**config.mk**
```make
export PLATFORM = sky130hd
export DESIGN_NAME = led_pwm_sb_ctrl
export DESIGN_NICKNAME = d
export VERILOG_FILES = /design/src/rtl/led_pwm_sb_ctrl.sv
export SDC_FILE = /design/constraint.sdc
export NUM_CORES = 1
export LEC_CHECK = 0
export ABC_AREA = 0
export CAP_MARGIN = 20
export CORE_UTILIZATION = 25
export DETAILED_ROUTE_END_ITERATION = 8
export SYNTH_ARGS = -nofsm -noshare
export SYNTH_HDL_FRONTEND = slang
export SYNTH_SLANG_ARGS = --single-unit
```
**constraint.sdc**
```tcl
create_clock -name clk_i -period 3.4 [get_ports clk_i]
set_input_delay 0.34 -clock clk_i [delete_from_list [all_inputs] [get_ports clk_i]]
set_output_delay 0.34 -clock clk_i [all_outputs]
set_load 0.01 [all_outputs]
```
**src/rtl/led_pwm_sb_ctrl.sv**
```systemverilog
// LED controller on a simple request bus: static, blink, PWM and blink+PWM
// modes, with a small register window and a soft-reset register.
module led_pwm_sb_ctrl #(
  parameter int unsigned LED_W       = 16,
  parameter int unsigned CLK_FREQ_HZ = 10_000_000,
  parameter int unsigned PWM_BITS    = 8,
  parameter logic [31:0] BASE_ADDR   = 32'h0200_0000
) (
  input  logic             clk_i,
  input  logic             rst_ni,
  input  logic             req_i,
  input  logic             write_enable_i,
  input  logic [31:0]      addr_i,
  input  logic [31:0]      write_data_i,
  output logic [31:0]      read_data_o,
  output logic [LED_W-1:0] led_o
);

  localparam logic [31:0] HALF_RST  = 32'(CLK_FREQ_HZ);
  // 33-bit limits so LED_W / PWM_BITS up to 32 still give a valid bound
  localparam logic [32:0] VALUE_LIM = 33'd1 << LED_W;
  localparam logic [32:0] DUTY_LIM  = 33'd1 << PWM_BITS;

  localparam logic [31:0] OFF_VALUE = 32'h00;
  localparam logic [31:0] OFF_MODE  = 32'h04;
  localparam logic [31:0] OFF_HALF  = 32'h08;
  localparam logic [31:0] OFF_DUTY  = 32'h0C;
  localparam logic [31:0] OFF_SRST  = 32'h24;

  typedef struct packed {
    logic        wr;
    logic        rd;
    logic [31:0] off;
    logic [31:0] data;
  } bus_req_t;

  bus_req_t              breq;
  logic [LED_W-1:0]      value_q;
  logic [1:0]            mode_q;
  logic [31:0]           half_q;
  logic [PWM_BITS-1:0]   duty_q;
  logic [31:0]           bcnt_q;
  logic [PWM_BITS-1:0]   pcnt_q;

  logic                  wr_value, wr_mode, wr_half, wr_duty, soft_rst, cnt_clr;
  logic [32:0]           bcnt_inc;
  logic                  bcnt_wrap, blink_on, pwm_on, led_on;
  logic [31:0]           rdata_nxt;

  // Bus decode: offsets are exact matches, anything else is unmapped.
  always_comb begin
    breq.wr   = req_i & write_enable_i;
    breq.rd   = req_i & ~write_enable_i;
    breq.off  = addr_i - BASE_ADDR;
    breq.data = write_data_i;
    wr_value  = breq.wr && (breq.off == OFF_VALUE) && ({1'b0, breq.data} < VALUE_LIM);
    wr_mode   = breq.wr && (breq.off == OFF_MODE)  && (breq.data < 32'd4);
    wr_half   = breq.wr && (breq.off == OFF_HALF)  && (breq.data != 32'd0);
    wr_duty   = breq.wr && (breq.off == OFF_DUTY)  && ({1'b0, breq.data} < DUTY_LIM);
    soft_rst  = breq.wr && (breq.off == OFF_SRST)  && (breq.data == 32'd1);
    cnt_clr   = wr_mode | wr_half;
  end

  // Pattern generation; wrap test in 33 bits so 2*HALF_PERIOD never overflows.
  always_comb begin
    bcnt_inc  = {1'b0, bcnt_q} + 33'd1;
    bcnt_wrap = bcnt_inc >= {half_q, 1'b0};
    blink_on  = bcnt_q < half_q;
    pwm_on    = pcnt_q < duty_q;
    led_on    = (~mode_q[0] | blink_on) & (~mode_q[1] | pwm_on);
  end

  // Read mux: zero-extended register value, 0 for write-only/unmapped.
  always_comb begin
    rdata_nxt = '0;
    case (breq.off)
      OFF_VALUE: rdata_nxt[LED_W-1:0]    = value_q;
      OFF_MODE:  rdata_nxt[1:0]          = mode_q;
      OFF_HALF:  rdata_nxt               = half_q;
      OFF_DUTY:  rdata_nxt[PWM_BITS-1:0] = duty_q;
      default:   rdata_nxt               = '0;
    endcase
  end

  // Configuration registers; soft reset wins over any other update.
  always_ff @(posedge clk_i or negedge rst_ni) begin
    if (!rst_ni) begin
      value_q <= '0;
      mode_q  <= '0;
      half_q  <= HALF_RST;
      duty_q  <= '0;
    end else if (soft_rst) begin
      value_q <= '0;
      mode_q  <= '0;
      half_q  <= HALF_RST;
      duty_q  <= '0;
    end else begin
      if (wr_value) value_q <= breq.data[LED_W-1:0];
      if (wr_mode)  mode_q  <= breq.data[1:0];
      if (wr_half)  half_q  <= breq.data;
      if (wr_duty)  duty_q  <= breq.data[PWM_BITS-1:0];
    end
  end

  // Blink and PWM counters; restarted by any change of mode or half-period.
  always_ff @(posedge clk_i or negedge rst_ni) begin
    if (!rst_ni) begin
      bcnt_q <= '0;
      pcnt_q <= '0;
    end else if (soft_rst || cnt_clr) begin
      bcnt_q <= '0;
      pcnt_q <= '0;
    end else begin
      bcnt_q <= (mode_q[0] && !bcnt_wrap) ? bcnt_inc[31:0] : '0;
      pcnt_q <= mode_q[1] ? pcnt_q + PWM_BITS'(1) : '0;
    end
  end

  // Registered read data; holds when no read is requested.
  always_ff @(posedge clk_i or negedge rst_ni) begin
    if (!rst_ni)       read_data_o <= '0;
    else if (soft_rst) read_data_o <= '0;
    else if (breq.rd)  read_data_o <= rdata_nxt;
  end

  // Registered LED drive from the current pattern state.
  always_ff @(posedge clk_i or negedge rst_ni) begin
    if (!rst_ni)       led_o <= '0;
    else if (soft_rst) led_o <= '0;
    else               led_o <= led_on ? value_q : '0;
  end

endmodule

```
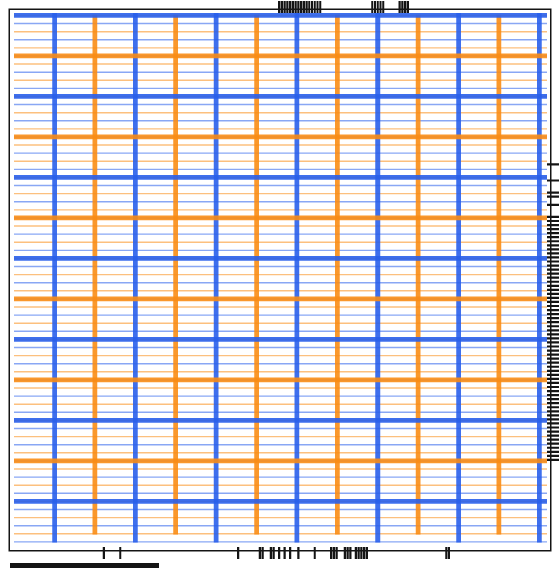
Figure 1: run 1, PDN straps and rails.
The bar under the picture is 50 um long. Pins as bars on the die edge.
legend:
  blue:
    net: VSS
  orange:
    net: VDD
signal pins: 116
rows: 65

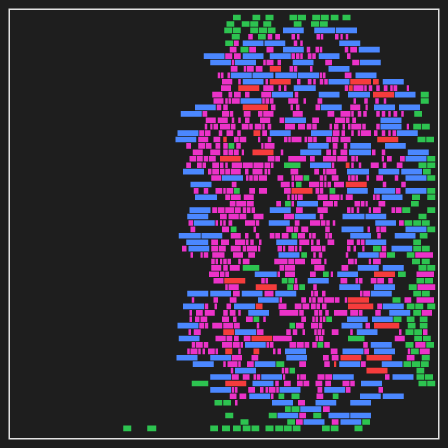
Figure 2: run 1, cells coloured by class.
legend:
  red:
    class: clock drivers and dummy loads
    cells: 32
    share_of_their_area: 6.3%
  magenta:
    class: all other logic
    cells: 621
    share_of_their_area: 43%
  blue:
    class: flip-flops
    cells: 146
    share_of_their_area: 37%
  green:
    class: other buffers and delay cells
    cells: 142
    share_of_their_area: 14%
Core Region: 31600 um2
Non-Filler Cell Area, Final: 10500 um2

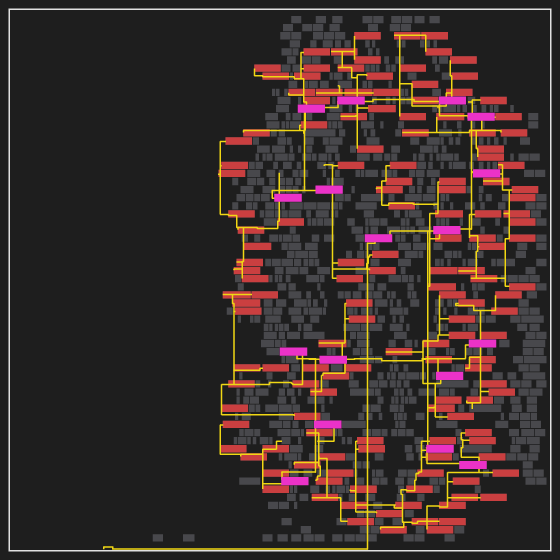
Figure 3: run 1, routed clock nets over the placement.
legend:
  red:
    item: flip-flops
    count: 146
  yellow:
    item: clock wires
    length: 1970 um
  magenta:
    item: cells driving clock nets
    count: 17
routed clock nets: 18

==> flow_summary.toml, run 1 <==
# synthesis and place-and-route metrics
[outcome]
status = "completed"

[timing]
fmax_mhz = 317
post-route-min-period_ns = 3.15
hold_ws_ns = 0.437
hold_viol = 0
tightest_slew_ns = 0.925
post-route-period-util_pct = 92.8
timing.setup.tns_ns = 0
drv_slew = 0

[critical_path]
critPathTopFamily = "simple AND/OR/NAND/NOR gates"
crit_chain = "nand4_1, buf_4, nor2_1, and3_2, nand2_1, xnor2_2, ha_1, nand2_1, o21ai_0, a2111o_1, o31ai_1, nand4_1, buf_12, nor2b_1"
critPathMaxFanout = 32
rrSetupSlack_ns = 0.25
crit_end = "bcnt_q[26]"
rr_endpoint = "bcnt_q[26]"
crit_path_start_kind = "register"
critPathRequiredTime_ns = 3.75
crit_path_end_kind = "register"
crit_type = "register to register"
r2r-start = "bcnt_q[11]"
cp_slowest_cell = "dfrtp_1"
worst_ep_arrival_time_ns = 3.51
crit_cells = 14
reg2reg_depth = 14

[detailed_routing]
wl_met1_mm = 9.87
wl_mm = 22.4
wl_met2_mm = 10.9
drc = 0
post_drt_wl_per_cell_um = 16.7
ant_nets = 0
routed.top_layer = "met4"
dr.pass1.iters = 5
vias = 6557
drt-initial-drc-count = 368

[place]
detailed_place_hpwl_mm = 17.5
port_buffers = 115
placed_cell_area_um2 = 9820

[layout]
fill_cells = 3182
largest_cell_class = "combinational gates"
final_cells = 1343
clock_area_share_pct = 6.01
layout.nonclk_buf_share_pct = 13.4
buffers = 142
antenna_cells = 0
flops = 146
areaGrowthSynthToFinish_pct = 30.9
sh_seq_area_pct = 34.8
comb_share_pct = 39.4
top_regs = "bcnt_q (32), half_q (32), read_data_o (32)"
flop_area_um2 = 3670
nClkBuffers = 20
final_core_utilization_pct = 33.3
drive_above_1_share_pct = 9.99
comb_cells = 575

[pwr]
p_clk_share_pct = 51.2
ir_worst_vdd_mv = 0.356
p_switching_w = 0.000845
power_w = 0.00394
p_seq_share_pct = 44.1
p_seq_w = 0.00174
clk-power_w = 0.00201
pwr-share-comb_pct = 4.7
internal_power_w = 0.00309
power.group.top = "the clock network"
p_leak_nw = 4.64
cellPowerDensity_nw_per_um2 = 374
pg_comb_w = 0.000185

[clocking]
cts.repair.resized = 1
post_cts_buffers = 0
clk_pin_slew_worst_paths_ns = 0.06
ctsHoldBuffers = 1
root_buffer = "clkbuf_16"
cts_tree = "built"
clk_path_buf_depth = 2
htreeDepth = 4
cts_made_buffers = 17

[synth]
syn_area_per_cell_um2 = 10.1
mux_share_pct = 1.32
async_flop_share_pct = 100
synth-simple-area-share_pct = 20.3
synth.logic.top_family = "simple AND/OR/NAND/NOR gates"
synthTopCellsByCount = "dfrtp_1 (138), ha_1 (73), nand2_1 (69)"
synth_warnings = 0
synthCells = 795
ys.flop_type = "dfrtp_1"
synth_flops = 146
synthAoiAreaFrac_pct = 13.8
top_area_share_pct = 42.9
edf_count = 0
synth_seq_share_pct = 45.6
adder_share_pct = 11.4
fp_nets = 936
yosysMostFrequentCell = "dfrtp_1"
largest_area_cell = "dfrtp_1"

[grt]
grt_start_max_net_pins = 59
grt_pass1_wl_mm = 36.2
met3_usage_pct = 2.92
antenna_found_initial = 0
grtUsageMet2_pct = 24.0
gr-usage-met1_pct = 17.8
grt_pass1_vias = 6684

[floorplan]
floorplanUtilization_pct = 25.4
io_pins = 116
rows = 65
die_area_um2 = 32900
tap_cells = 402
die_h_um = 181

[job]
warnings = 26

[hold_path]
min_path_type = "input port to async pin"
==> run 2, diff against run 1 <==
- REMOVE_ABC_BUFFERS: default -> 1
==> flow_summary.toml, run 2 <==
# synthesis and place-and-route metrics
[synth]
synthAoiAreaFrac_pct = 13.8
synthCells = 795
yosysMostFrequentCell = "dfrtp_1"
synth.logic.top_family = "simple AND/OR/NAND/NOR gates"
synth_warnings = 0
mux_share_pct = 1.32
adder_share_pct = 11.4
top_area_share_pct = 42.9
synthTopCellsByCount = "dfrtp_1 (138), ha_1 (73), nand2_1 (69)"
edf_count = 0

[clocking]
cts.repair.resized = 0
root_buffer = "clkbuf_16"
post_cts_buffers = 0
htreeDepth = 4
clk_pin_slew_worst_paths_ns = 0.07
cts_made_buffers = 17
cts_tree = "built"
ctsHoldBuffers = 0

[place]
placed_cell_area_um2 = 9820
detailed_place_hpwl_mm = 17.3

[detailed_routing]
post_drt_wl_per_cell_um = 16.7
drt-initial-drc-count = 471
ant_nets = 0
dr.pass1.iters = 5
wl_met2_mm = 10.9
wl_met1_mm = 10.3
vias = 6621

[pwr]
internal_power_w = 0.00279
power_w = 0.00372
p_leak_nw = 4.67
ir_worst_vdd_mv = 0.357
p_seq_share_pct = 46.6
pwr-share-comb_pct = 5.0
p_clk_share_pct = 48.4
p_seq_w = 0.00174

[critical_path]
reg2reg_depth = 14
crit_path_end_kind = "register"
crit_chain = "and2_1, nand3b_1, nor3_1, buf_4, xor2_1, ha_1, nand2_1, o21ai_0, a2111o_1, o31ai_1, nand4_1, buf_4, clkbuf_16, nor2b_1"
critPathRequiredTime_ns = 3.77
crit_type = "register to register"
rrSetupSlack_ns = 0.15
crit_end = "bcnt_q[15]"
crit_path_start_kind = "register"
r2r-start = "bcnt_q[7]"

[layout]
buffers = 158
nClkBuffers = 17
final_core_utilization_pct = 33.5
clock_area_share_pct = 5.35
largest_cell_class = "combinational gates"
flop_area_um2 = 3670
fill_cells = 3191
layout.nonclk_buf_share_pct = 14.6
sh_seq_area_pct = 34.7
top_regs = "bcnt_q (32), half_q (32), read_data_o (32)"
comb_share_pct = 39.0
final_cells = 1359

[timing]
drv_slew = 0
fmax_mhz = 308
hold_ws_ns = -0.0284
timing.setup.tns_ns = 0
hold_viol = 13

[job]
warnings = 25

[floorplan]
coreArea_um2 = 31600
die_h_um = 181
rows = 65
floorplanUtilization_pct = 25.4
tap_cells = 402
die_area_um2 = 32900

[outcome]
status = "finished, violations left"
violations = "hold timing"

[grt]
grt_pass1_wl_mm = 36.1
grtUsageMet2_pct = 23.4
grt_start_max_net_pins = 95
grt_pass1_vias = 6698

[hold_path]
min_path_type = "input port to async pin"
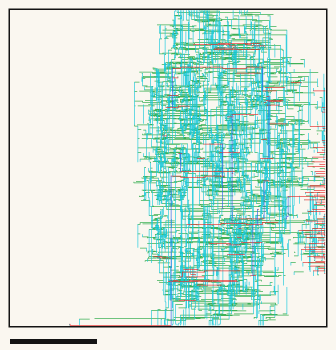
Figure 4: run 2, wiring by layer.
The bar under the picture is 50 um long.
legend:
  blue:
    layer: met4
    wire_length: 340 um
  green:
    layer: met1
    wire_length: 10300 um
  cyan:
    layer: met2
    wire_length: 10900 um
  red:
    layer: met3
    wire_length: 1080 um

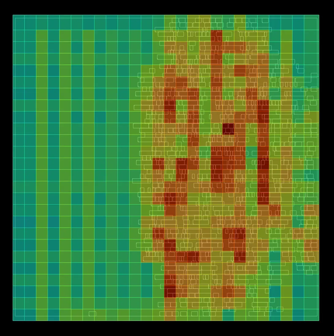
Figure 5: run 2, congestion heat map.
GRT met1 Usage: 17.9%
met3 Use GR: 3.35%

Power is estimated from default activity; no workload was simulated.
